**src/rtl/uart_cmd_pkg.sv**
```systemverilog
// uart_cmd_pkg: frame constants and reader/parser state encodings for the UART command parser
package uart_cmd_pkg;
  localparam logic [7:0] UART_HDR = 8'hAA;
  localparam logic [7:0] CMD_LED = 8'h01;
  localparam logic [7:0] CMD_VALUE = 8'h02;
  typedef enum logic {RD_IDLE, RD_WAIT} rd_state_t;
  typedef enum logic [2:0] {P_HDR, P_CMD, P_DH, P_DL, P_CHK} p_state_t;
endpackage

```
**src/rtl/uart_fifo_cmd_parser_if.sv**
```systemverilog
// uart_fifo_cmd_parser_if: RX FIFO read port; master drives fifo_rx_clk/fifo_rx_req, slave drives fifo_rx_empty/fifo_rx_data
interface uart_fifo_cmd_parser_if;
  logic fifo_rx_clk;
  logic fifo_rx_empty;
  logic fifo_rx_req;
  logic [7:0] fifo_rx_data;
  modport master(output fifo_rx_clk, fifo_rx_req, input fifo_rx_empty, fifo_rx_data);
  modport slave(input fifo_rx_clk, fifo_rx_req, output fifo_rx_empty, fifo_rx_data);
endinterface

```
**src/rtl/uart_fifo_reader.sv**
```systemverilog
// uart_fifo_reader: pulses fifo_rx_req when data is waiting and flags byte_valid while the read data (rx_byte) is on the bus
module uart_fifo_reader import uart_cmd_pkg::*; (
  input  logic                          clk_50m,
  input  logic                          reset,
  uart_fifo_cmd_parser_if.master        fifo,
  output logic                          byte_valid,
  output logic [7:0]                    rx_byte
);
  rd_state_t st;
  logic go;
  assign fifo.fifo_rx_clk = clk_50m;
  assign rx_byte = fifo.fifo_rx_data;
  assign go = st == RD_IDLE && !fifo.fifo_rx_empty;
  always_ff @(posedge clk_50m)
    if (reset) begin
      st <= RD_IDLE;
      fifo.fifo_rx_req <= 1'b0;
      byte_valid <= 1'b0;
    end else begin
      st <= go ? RD_WAIT : RD_IDLE;
      fifo.fifo_rx_req <= go;
      byte_valid <= st == RD_WAIT;
    end
endmodule

```
**src/rtl/uart_fifo_cmd_parser.sv**
```systemverilog
// uart_fifo_cmd_parser: decodes AA/cmd/dh/dl/xor frames from the RX FIFO (fifo) into led, value, cmd_valid, frame_err, err_count
module uart_fifo_cmd_parser import uart_cmd_pkg::*; #(
  parameter logic [31:0] CLK_FREQ = 32'd50_000_000,
  parameter logic [31:0] TIMEOUT_MS = 32'd1
) (
  input  logic                   clk_50m,
  input  logic                   reset,
  uart_fifo_cmd_parser_if.master fifo,
  output logic [5:0]             led,
  output logic [15:0]            value,
  output logic                   cmd_valid,
  output logic                   frame_err,
  output logic [7:0]             err_count
);
  localparam logic [31:0] TIMEOUT_CYCLES = CLK_FREQ / 32'd1000 * TIMEOUT_MS;
  p_state_t st;
  logic byte_valid, timeout, last, ok, err;
  logic [7:0] rx_byte, cmd, dh, dl;
  logic [31:0] cnt;
  uart_fifo_reader u_reader (
    .clk_50m(clk_50m),
    .reset(reset),
    .fifo(fifo),
    .byte_valid(byte_valid),
    .rx_byte(rx_byte)
  );
  always_comb begin
    timeout = st != P_HDR && !byte_valid && cnt == TIMEOUT_CYCLES - 32'd2;
    last = byte_valid && st == P_CHK;
    ok = last && rx_byte == (cmd ^ dh ^ dl) && (cmd == CMD_LED || cmd == CMD_VALUE);
    err = timeout || (last && !ok);
  end
  always_ff @(posedge clk_50m)
    if (reset) begin
      st <= P_HDR;
      cmd <= 8'h00;
      dh <= 8'h00;
      dl <= 8'h00;
      cnt <= 32'd0;
      led <= 6'h00;
      value <= 16'h0000;
      cmd_valid <= 1'b0;
      frame_err <= 1'b0;
      err_count <= 8'h00;
    end else begin
      cmd_valid <= ok;
      frame_err <= err;
      if (err && err_count != 8'hFF) err_count <= err_count + 8'd1;
      if (ok && cmd == CMD_LED) led <= dl[5:0];
      if (ok && cmd == CMD_VALUE) value <= {dh, dl};
      if (byte_valid && st == P_CMD) cmd <= rx_byte;
      if (byte_valid && st == P_DH) dh <= rx_byte;
      if (byte_valid && st == P_DL) dl <= rx_byte;
      cnt <= byte_valid || timeout || st == P_HDR ? 32'd0 : cnt + 32'd1;
      if (timeout) st <= P_HDR;
      else if (byte_valid)
        st <= st == P_HDR ? (rx_byte == UART_HDR ? P_CMD : P_HDR) :
              st == P_CHK ? P_HDR : p_state_t'(st + 3'd1);
    end
endmodule
```
**src/flat_wrapper.sv**
```systemverilog
// flat-port wrapper written by rule: the top's interface ports become plain ports
module uart_fifo_cmd_parser_flat import uart_cmd_pkg::*;
#(
  parameter logic [31:0] CLK_FREQ = 32'd50_000_000,
  parameter logic [31:0] TIMEOUT_MS = 32'd1
)
  (clk_50m, reset, led, value, cmd_valid, frame_err, err_count, fifo_fifo_rx_clk, fifo_fifo_rx_req, fifo_fifo_rx_empty, fifo_fifo_rx_data);
  uart_fifo_cmd_parser_if fifo_i ();
  input  logic clk_50m;
  input  logic reset;
  output logic [5:0] led;
  output logic [15:0] value;
  output logic cmd_valid;
  output logic frame_err;
  output logic [7:0] err_count;
  output wire logic [$bits(fifo_i.fifo_rx_clk)-1:0] fifo_fifo_rx_clk;
  output wire logic [$bits(fifo_i.fifo_rx_req)-1:0] fifo_fifo_rx_req;
  input wire logic [$bits(fifo_i.fifo_rx_empty)-1:0] fifo_fifo_rx_empty;
  input wire logic [$bits(fifo_i.fifo_rx_data)-1:0] fifo_fifo_rx_data;
  assign fifo_fifo_rx_clk = fifo_i.fifo_rx_clk;
  assign fifo_fifo_rx_req = fifo_i.fifo_rx_req;
  assign fifo_i.fifo_rx_empty = fifo_fifo_rx_empty;
  assign fifo_i.fifo_rx_data = fifo_fifo_rx_data;
  uart_fifo_cmd_parser #(.CLK_FREQ(CLK_FREQ), .TIMEOUT_MS(TIMEOUT_MS)) u_core (.clk_50m(clk_50m), .reset(reset), .fifo(fifo_i), .led(led), .value(value), .cmd_valid(cmd_valid), .frame_err(frame_err), .err_count(err_count));
endmodule
```
**config.mk**
```make
export PLATFORM = sky130hd
export DESIGN_NAME = uart_fifo_cmd_parser_flat
export DESIGN_NICKNAME = d
export VERILOG_FILES = /design/src/rtl/uart_cmd_pkg.sv /design/src/rtl/uart_fifo_cmd_parser_if.sv /design/src/rtl/uart_fifo_reader.sv /design/src/rtl/uart_fifo_cmd_parser.sv /design/src/flat_wrapper.sv
export SDC_FILE = /design/constraint.sdc
export NUM_CORES = 1
export LEC_CHECK = 0
export ABC_AREA = 0
export CAP_MARGIN = 10
export CORE_MARGIN = 2
export CORE_UTILIZATION = 38
export DETAILED_ROUTE_END_ITERATION = 7
export MAX_ROUTING_LAYER = met4
export PLACE_DENSITY = 0.57
export SYNTH_ARGS = -nofsm -noshare
export SYNTH_HDL_FRONTEND = slang
export SYNTH_HIERARCHICAL = 1
export SYNTH_SLANG_ARGS = --single-unit
```
**constraint.sdc**
```tcl
create_clock -name clk_50m -period 3.2 [get_ports clk_50m]
set_input_delay 0.96 -clock clk_50m [delete_from_list [all_inputs] [get_ports clk_50m]]
set_output_delay 0.96 -clock clk_50m [all_outputs]
set_load 0.05 [all_outputs]
```
Fig. 1: wiring by layer
Scale: 3 px per µm.
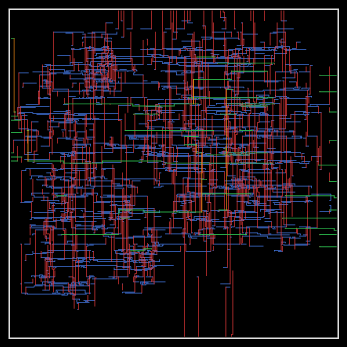
met3: in green, wire length 523 µm. met2: in red, wire length 4550 µm. met1: in blue, wire length 4270 µm. met4: in orange, wire length 105 µm.

Fig. 2: clock distribution
Scale: 2 px per µm.
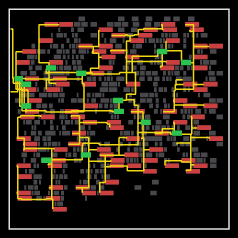
flip-flops: in red, count 93. clock wires: in yellow, length 1210 µm. cells driving clock nets: in green, count 13.
There are 14 routed clock nets. Position of the flops: all over the die.

==> results_slide.txt <==
Flow Results at a Glance

Status
  – Status: completed

Final timing
  – Setup violators final: 0
  – Count of final hold-check violations: 0
  – Slew @ Worst Pin: 0.682 ns
  – Normalized max-slew margin: 54.5%
  – Setup_tns: 0 ns
  – RSZ-0062 raised after global routing: false

Power
  – Leak Pwr: 1.82 nW
  – Power per cell area: ~440 nW/µm²

CTS
  – # hold bufs at CTS: 0
  – Setup Buffers After CTS: 0
  – CTS clock-pin slew for the worst setup and hold paths: 0.09 ns
  – CTS tree: done
  – Worst skew pair latency: 0.47 ns
  – Post-cts resize count: 3

Final layout
  – Total of fill cells in the finished design: a little over 1k
  – Register Area: approximately 1900 µm²
  – Post-layout util: 47.3%
  – Finished Layout Cells: 685
  – Seq area share: between 30 and 40%
  – Biggest regs: u_core/cnt (32), u_core/value (16)
  – Layout Cell Area excl Fill: 5100 µm²
  – Largest register FFs: 32
  – Non-Clock Buffer Count: 65
  – Ratio of cells with drive above 1 in the final layout: 10.6%
  – Flip-flops: a little over 90
  – Fin nets: 559
  – Clock buffer count: 14
  – Inverters: 8
  – Top register by number of flip-flops: u_core/cnt
  – Comb area share: 42.5%

Synth
  – FFs w/ async S/R, synth: 0%
  – # Cells Yosys: about 500
  – Adder Area Share: 2.38%
  – Cell taking the most area after synthesis: dfxtp_1
  – Synthesized netlist cell count: 488
  – YS chip area: between 4000 and 5000 µm²
  – Xor/xnor share: 10.8%
  – Most common cell in the synthesized netlist: dfxtp_1
  – Synth Area in Simple Gates: 27.4%
  – Comb area leader: simple AND/OR/NAND/NOR gates
  – Mapped Nets: between 500 and 600
  – Synth Flop Type: dfxtp_1
  – Ys flops: around 93
  – Ranking of synthesized cells by area: dfxtp_1 44%, nor2_1 6.3%, nand3_1 5.7%, xor2_1 5.6%, xnor2_1 5.2%
  – Syn avg cell area: about 8.6 µm²
  – Yosys warning total: 6
  – Synth cell count leaders: 93 x dfxtp_1, 70 x nor2_1, 51 x nand2_1
  – Post-Syn Area: 4200 µm²
  – AND-OR/OR-AND share of the synthesized area: 5.03%

Placement
  – IO Port Bufs: 44
  – DP Area: between 4000 and 5000 µm²
  – Placed insts: ~670
  – DP HPWL: around 6600 µm
  – Routability cong.: 0.923

Worst setup path
  – CP Buf/Inv Count: 3
  – Depth of the worst register-to-register path: 10
  – Delay-heaviest family, CP: buffers and inverters
  – CP startpoint: clk_50m
  – Slowest CP cell: clkdlybuf4s15_2
  – Worst setup EP type: primary output
  – Worst Setup Path Type: clock port to primary output
  – CP Max Fanout: 2
  – Crit path DAT: 2.15 ns
  – CP Cell Sequence: clkbuf_8 -> clkbuf_8 -> clkdlybuf4s15_2
  – Reg2Reg Setup Slack: 0.56 ns
  – CP Launch Type: clock port

Routing
  – DR vias: 3469
  – Routed wl met3: about 520 µm
  – Number of vias per cell: 5.06
  – Uppermost layer routed: met4
  – Routed length per instance: 13.8 µm
  – First drt pass iteration count: 5
  – Antenna viol nets, final: 0
  – DRC: 0

Global routing
  – Largest net degree at the start of global routing: 65
  – Vias in the first global route: 3157
  – GRT overflow: 0
  – Met1 Resource Use GR: 21.0%

Hold path
  – Hold path depth: 2
  – HP Class: flop to flop
  – Worst Hold End: u_core/led[5]
  – Hold Crit Start: u_core/led[5]

Floorplan
  – # Taps: about 140
  – Die width: 109 µm
  – Core area: 10800 µm²
  – Ports: between 40 and 50

Flow run
  – Maximum capacitance violations: 0
  – OpenROAD warning count: 31
Fig. 3: routing congestion map
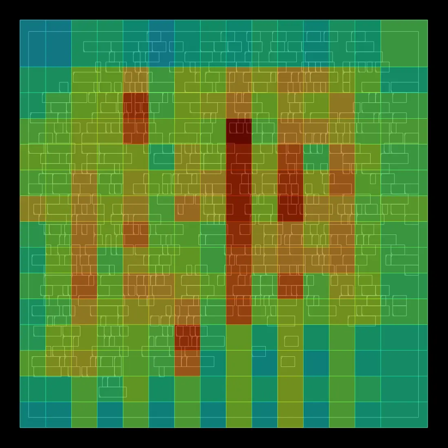
Total Routing Usage GR: 17.2%
met3 Track Usage GR: 5.44%
gr busiest metal: met2

tightest hold or removal path: stages, from the launching register on:
cell and delay [ns]:
dfxtp_1 0.32, nand2_1 0.05, a21oi_1 0.05
power breakdown:
| part | internal (mW) | leakage (nW) | switching [mW] | total [mW] |
|---|---|---|---|---|
| Sequential | 1.16 | 0.749 | 0.00157 | 1.16 |
| Combinational | 0.0313 | 0.932 | 0.0401 | 0.0714 |
| Clock | 0.557 | 0.139 | 0.480 | 1.04 |
placed cells by master, fill, tap and decap left out, types with 12 or more instances in the layout:
cell type / count
clkbuf_8: 13
nand4_1: 12
nor2_1: 70
nand3_1: 48
nand2_1: 51
clkdlybuf4s50_1: 42
xnor2_1: 25
buf_4: 22
xor2_1: 27
a21oi_1: 34
mux2i_1: 20
dfxtp_1: 93
Power and IR drop assume default switching activity.
